File: src/rtl/timer_int_arbiter_pkg.sv
// Shared constants for the timer interrupt arbiter: FSM state encoding,
// default vector of the highest-priority source and the mask register address.
package timer_int_arbiter_pkg;

    localparam logic [1:0] ST_IDLE = 2'd0;
    localparam logic [1:0] ST_PEND = 2'd1;
    localparam logic [1:0] ST_ACK  = 2'd2;

    localparam logic [15:0] VEC_TOP_DEFAULT   = 16'hFFFC;
    localparam logic [15:0] MASK_ADDR_DEFAULT = 16'h01A0;

endpackage

File: src/rtl/timer_int_arbiter_prio_enc.sv
// Highest-set-bit priority encoder: idx is the index of the most significant
// set bit of req, valid is high when any bit is set.
module prio_enc #(
    parameter int N_SRC = 8,
    parameter int IW    = (N_SRC > 1) ? $clog2(N_SRC) : 1
) (
    input  logic [N_SRC-1:0] req,
    output logic [IW-1:0]    idx,
    output logic             valid
);

    // Later iterations overwrite earlier ones, so the top-most set bit wins.
    always_comb begin
        idx   = '0;
        valid = 1'b0;
        for (int i = 0; i < N_SRC; i++) begin
            if (req[i]) begin
                idx   = IW'(i);
                valid = 1'b1;
            end
        end
    end

endmodule

File: src/rtl/timer_int_arbiter.sv
// Fixed-priority interrupt arbiter between the peripherals and the CPU request
// path. Define INTARB_MASK_EN to add a memory-mapped source enable mask.
module timer_int_arbiter
    import timer_int_arbiter_pkg::*;
#(
    parameter int               N_SRC     = 8,
    parameter logic [15:0]      VEC_TOP   = VEC_TOP_DEFAULT,
    parameter logic [N_SRC-1:0] NMI_MASK  = '0,
    parameter logic [15:0]      MASK_ADDR = MASK_ADDR_DEFAULT,
    parameter int               IW        = (N_SRC > 1) ? $clog2(N_SRC) : 1
) (
    input  logic             MCLK,
    input  logic             reset,
    input  logic [N_SRC-1:0] IRQ,
    input  logic             GIE,
    input  logic             INTACK,
    output logic             INTREQ,
    output logic [15:0]      INTVEC,
    output logic [IW-1:0]    ACTIVE_ID,
    output logic [N_SRC-1:0] CLR,
    input  logic [15:0]      MAB,
    input  logic [15:0]      MDBwrite,
    input  logic             MW,
    input  logic             BW,
    output logic [15:0]      MDBread
);

    logic [1:0]       state;
    logic [N_SRC-1:0] mask;
    logic [N_SRC-1:0] eligible;
    logic [IW-1:0]    win_idx;
    logic             win_valid;
    logic [15:0]      win_vec;
    logic             unused_bus;

    assign unused_bus = ^{MAB, MDBwrite, MW, BW};

`ifdef INTARB_MASK_EN
    logic        addr_hit;
    logic [15:0] mask_rd;

    assign addr_hit = ((MAB & 16'hFFFE) == MASK_ADDR);

    // Byte writes select a lane by MAB[0]; word writes load every mask bit.
    always_ff @(posedge MCLK or negedge reset) begin
        if (!reset) begin
            mask <= '1;
        end else if (MW && addr_hit) begin
            for (int i = 0; i < N_SRC && i < 16; i++) begin
                if (!BW || (MAB[0] == (i >= 8)))
                    mask[i] <= MDBwrite[i];
            end
        end
    end

    always_comb begin
        mask_rd            = '0;
        mask_rd[N_SRC-1:0] = mask;
    end

    assign MDBread = addr_hit ? mask_rd : 16'hzzzz;
`else
    assign mask    = '1;
    assign MDBread = 16'hzzzz;
`endif

    assign eligible = IRQ & mask & (GIE ? {N_SRC{1'b1}} : NMI_MASK);

    prio_enc #(.N_SRC(N_SRC), .IW(IW)) u_prio_enc (
        .req   (eligible),
        .idx   (win_idx),
        .valid (win_valid)
    );

    assign win_vec = VEC_TOP - 16'(2 * (N_SRC - 1 - int'(win_idx)));

    // The winner registered before an INTACK edge is the one accepted, so a
    // simultaneous higher-priority arrival never displaces it.
    always_ff @(posedge MCLK or negedge reset) begin
        if (!reset) begin
            state     <= ST_IDLE;
            INTREQ    <= 1'b0;
            INTVEC    <= '0;
            ACTIVE_ID <= '0;
            CLR       <= '0;
        end else begin
            case (state)
                ST_IDLE: begin
                    CLR <= '0;
                    if (win_valid) begin
                        ACTIVE_ID <= win_idx;
                        INTVEC    <= win_vec;
                        INTREQ    <= 1'b1;
                        state     <= ST_PEND;
                    end
                end
                ST_PEND: begin
                    if (INTACK) begin
                        CLR            <= '0;
                        CLR[ACTIVE_ID] <= 1'b1;
                        INTREQ         <= 1'b0;
                        state          <= ST_ACK;
                    end else if (!win_valid) begin
                        INTREQ <= 1'b0;
                        state  <= ST_IDLE;
                    end else begin
                        ACTIVE_ID <= win_idx;
                        INTVEC    <= win_vec;
                    end
                end
                ST_ACK: begin
                    CLR   <= '0;
                    state <= ST_IDLE;
                end
                default: begin
                    CLR    <= '0;
                    INTREQ <= 1'b0;
                    state  <= ST_IDLE;
                end
            endcase
        end
    end

endmodule

File: config.mk
export PLATFORM = sky130hd
export DESIGN_NAME = timer_int_arbiter
export DESIGN_NICKNAME = d
export VERILOG_FILES = /design/src/rtl/timer_int_arbiter_pkg.sv /design/src/rtl/timer_int_arbiter_prio_enc.sv /design/src/rtl/timer_int_arbiter.sv
export SDC_FILE = /design/constraint.sdc
export NUM_CORES = 1
export LEC_CHECK = 0
export ABC_AREA = 1
export ABC_CLOCK_PERIOD_IN_PS = 1350
export CAP_MARGIN = 30
export CORE_ASPECT_RATIO = 1.2
export CORE_MARGIN = 10
export CORE_UTILIZATION = 36
export DETAILED_ROUTE_END_ITERATION = 10
export HOLD_SLACK_MARGIN = 0.05
export PLACE_DENSITY_LB_ADDON = 0.1
export SYNTH_ARGS = -nofsm -noshare
export SYNTH_HDL_FRONTEND = slang
export SYNTH_HIERARCHICAL = 1
export SYNTH_SLANG_ARGS = --single-unit
File: constraint.sdc
create_clock -name MCLK -period 1.35 [get_ports MCLK]
set_input_delay 0.27 -clock MCLK [delete_from_list [all_inputs] [get_ports MCLK]]
set_output_delay 0.27 -clock MCLK [all_outputs]
set_load 0.1 [all_outputs]
==> flow_results.org, run 1 <==
#+TITLE: Synthesis and PnR summary

** Finish
- Combinational gate area :: ~500 um2
- Of the total standard cell area in the layout, the multi-input combinational portion is 26.47%.
- Cells fill approximately three fifths of the core in the end.

** Clock network
- Per the TritonCTS log, the buffer count is 3.
- CTS HTree Levels :: 1

** Floorplan
- Num rows :: 22
- Die height :: 83.15 um

** Synth
- Biggest combinational cell group after synthesis :: simple AND/OR/NAND/NOR gates
- Dominant register cell in the synthesized netlist :: sky130_fd_sc_hd__dfrtp_1
- Xor+xnor area frac :: 0%
- Count of library flops with an enable pin :: 0
- Cells after Synth :: 169
- Synth top cell by count :: sky130_fd_sc_hd__nand2_1
- Synth cell count leaders :: sky130_fd_sc_hd__nand2_1, sky130_fd_sc_hd__buf_4, sky130_fd_sc_hd__inv_1

** Drt
- Average wire per cell in the routed design :: approximately 11 um
- Met3 WL :: 143 um
- Avg Vias per Cell :: 4.135

** Worst setup path
- Kind of start point of the critical path :: register
- Worst setup slack for register-to-register paths :: approximately 0.36 ns
- The largest individual stage delay along the critical path comes from the cell sky130_fd_sc_hd__dfrtp_4.
- Critical Path End Type :: output port
- Listed in order, past its start point the critical path passes buf_6 > buf_12.
- For this run, the slowest stage of the critical path takes 0.51 ns.

** Placed design
- Note, the detailed placer reported a final HPWL of 2.310 mm.

** Run status
- The checks that failed: setup timing.
- The flow ran to the end, but the final reports show violations.

** Global route
- Wire length of the first global-routing pass :: slightly below 5 mm
- The initial antenna violation count came to 0.
- Global routing finished with a remaining overflow of 0.

** Run
- The tool flagged a number of max-cap violations equal to 0.

** Pwr
- In the power breakdown, the internal column shows 1.372 mW.

** Final timing
- For reference, the final report shows the max-slew violation count at 0.
- The critical path in the final layout is reported with a setup slack of -0.05827 ns.
- Setup violations remaining at the end of the flow were counted as 11.
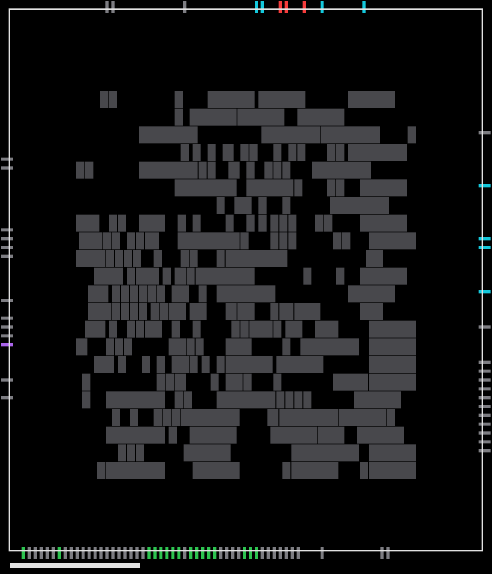
run_1/pins.png
Bar = 20 um. Pins as bars across the die edge, other pins in gray.
| color | port | pins | direction | edge |
|---|---|---|---|---|
| purple | GIE | 1 | input | west |
| cyan | CLR | 8 | output | 4 north, 4 east |
| red | ACTIVE_ID | 3 | output | north |
| green | MDBwrite | 16 | input | south |

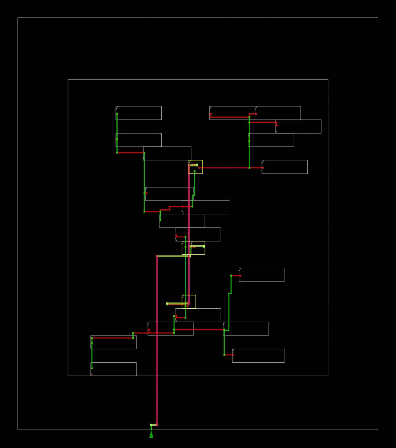
run_1/final_clocks.png
clock latency on the worst-skew pair: 0.30 ns
Seq Cell Count: 19
number of sinks on the clock net: 19

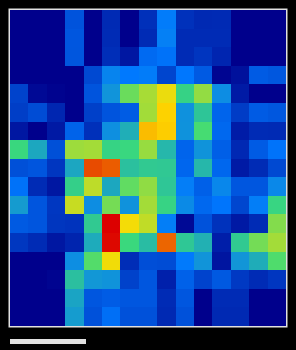
run_1/wire_density.png
Bar = 20 um. 15 x 17 tiles, from dark blue (low) to red (high), scaled to the fullest tile. Values are wire area over tile area, all layers added.
densest ninth of the die: center
mean over tiles: 0.072
fullest tile: 0.32
nearly empty tiles: 21%

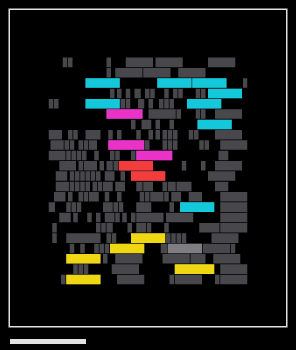
run_1/registers.png
Bar = 20 um. Other sequential cells in the stronger gray, the rest of the logic in the fainter gray.
| color | signal | sequential cells |
|---|---|---|
| yellow | INTVEC | 5 |
| cyan | CLR | 8 |
| red | state | 2 |
| magenta | ACTIVE_ID | 3 |
not colored: 1

--- run 2 (diff from run 1) ---
Settings changed: ABC_AREA 1 to 0, CAP_MARGIN 30 to not set, CORE_UTILIZATION 36 to 34.
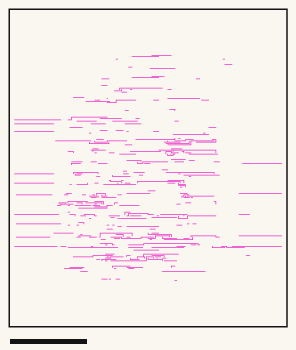
run_2/met1.png
Bar = 20 um.
longest straight run: 14.7 um
wire length on this layer: 960 um
share of all routed wire: 38%

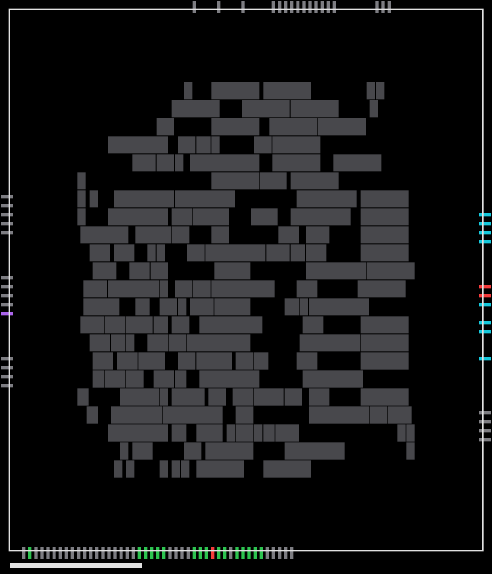
run_2/pins.png
Bar = 20 um. Pins as bars across the die edge, other pins in gray.
| color | port | pins | direction | edge |
|---|---|---|---|---|
| red | ACTIVE_ID | 3 | output | 2 east, 1 south |
| cyan | CLR | 8 | output | east |
| purple | GIE | 1 | input | west |
| green | MDBwrite | 16 | input | south |
all pins by edge: 45 south, 17 north, 14 east, 14 west

==> flow_results.org, run 2 <==
#+TITLE: Synthesis and PnR summary

** Clock network
- After clock tree synthesis, the repair step resized 43 gates.
- Number of sinks on the clock net :: 19

** Finish
- In the final layout, the multi-input gates occupy 556.8 um2.
- Of the cells placed in the final design, the portion with a size suffix greater than 1 is around 55%.
- Seq Cell Count :: 19
- Share of the core filled with cells in the final layout :: 63.06%
- Plain + repair buffers :: approximately 57
- Combinational share of cell area :: 28.90%

** Global route
- The initial antenna violation count came to 0.
- Vias in the first global route :: 910
- On met2, the global router reports a usage of 15.46%.
- After global routing the overflow that remains totals 0.
- The first global-routing pass estimated 4.098 mm of wire.

** Synth
- For reference, XOR and XNOR gates occupy less than 1% of the area reported after synthesis.
- Dominant register cell in the synthesized netlist :: sky130_fd_sc_hd__dfrtp_1
- Synth top cell by count :: sky130_fd_sc_hd__buf_4
- Cells after Synth :: 104
- The post-synth count of flops with an enable pin is 0.
- The synthesis run shows the most used standard cells to be sky130_fd_sc_hd__buf_4, sky130_fd_sc_hd__dfrtp_1, sky130_fd_sc_hd__and2_1.
- The share of synthesized area in the top cell type comes to 44.29%.
- Synth Area in Adders :: 1.166%
- Biggest combinational cell group after synthesis :: buffers and inverters

** Run status
- Violations in the final reports :: setup timing
- The run finished, with violations left.

** Placed design
- In this run the cell area measured after placement is 1735 um2.
- The wire-length estimate of the detail-placed layout is 2.031 mm.

** Final timing
- Final setup slack of the worst path :: -0.03680 ns
- Max-slew check failures listed in the final report amount to 0.
- Setup total negative slack on the finished layout was measured at -0.3546 ns.
- Counting I/O delays and the setup requirement, the final critical path takes 1.387 ns.
- In the final report, the number of endpoints failing setup comes to 11.
- Setup repair after global routing could not meet its margin everywhere.

** Worst setup path
- For this run, the slowest stage of the critical path takes 0.50 ns.
- The report shows a maximum critical-path fanout of 6.
- Worst setup slack for register-to-register paths :: around 0.13 ns
- Kind of start point of the critical path :: register
- The worst setup path is captured at an output port.
- Among all stages on the critical path, the largest delay is contributed by sky130_fd_sc_hd__dfrtp_4.
- Counting cells, the worst reg-to-reg path comes to 3.
- Traced cell by cell, the critical path runs through buf_6 > buf_12.

** Drt
- Avg Vias per Cell :: 4.368
- Wire segments on met3 add up to between 150 and 200 um in the final route.
- Per the detail_route report, DRC violations left total 0.
- The post-route report lists met1 wire length as 959 um.

** Run
- Maximum Capacitance Violations :: 0

** Floorplan
- Num rows :: 22
- Die height :: 81.56 um

** Pwr
- The power report lists cell-internal power as 1.439 mW.
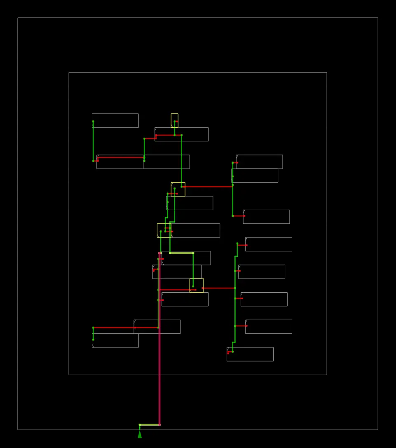
run_2/final_clocks.png
CLK BUF: 4
clock latency on the worst-skew pair: 0.29 ns
Num CTS Buffers: 3

No activity file was given, so power comes from the tool's default toggle rates.
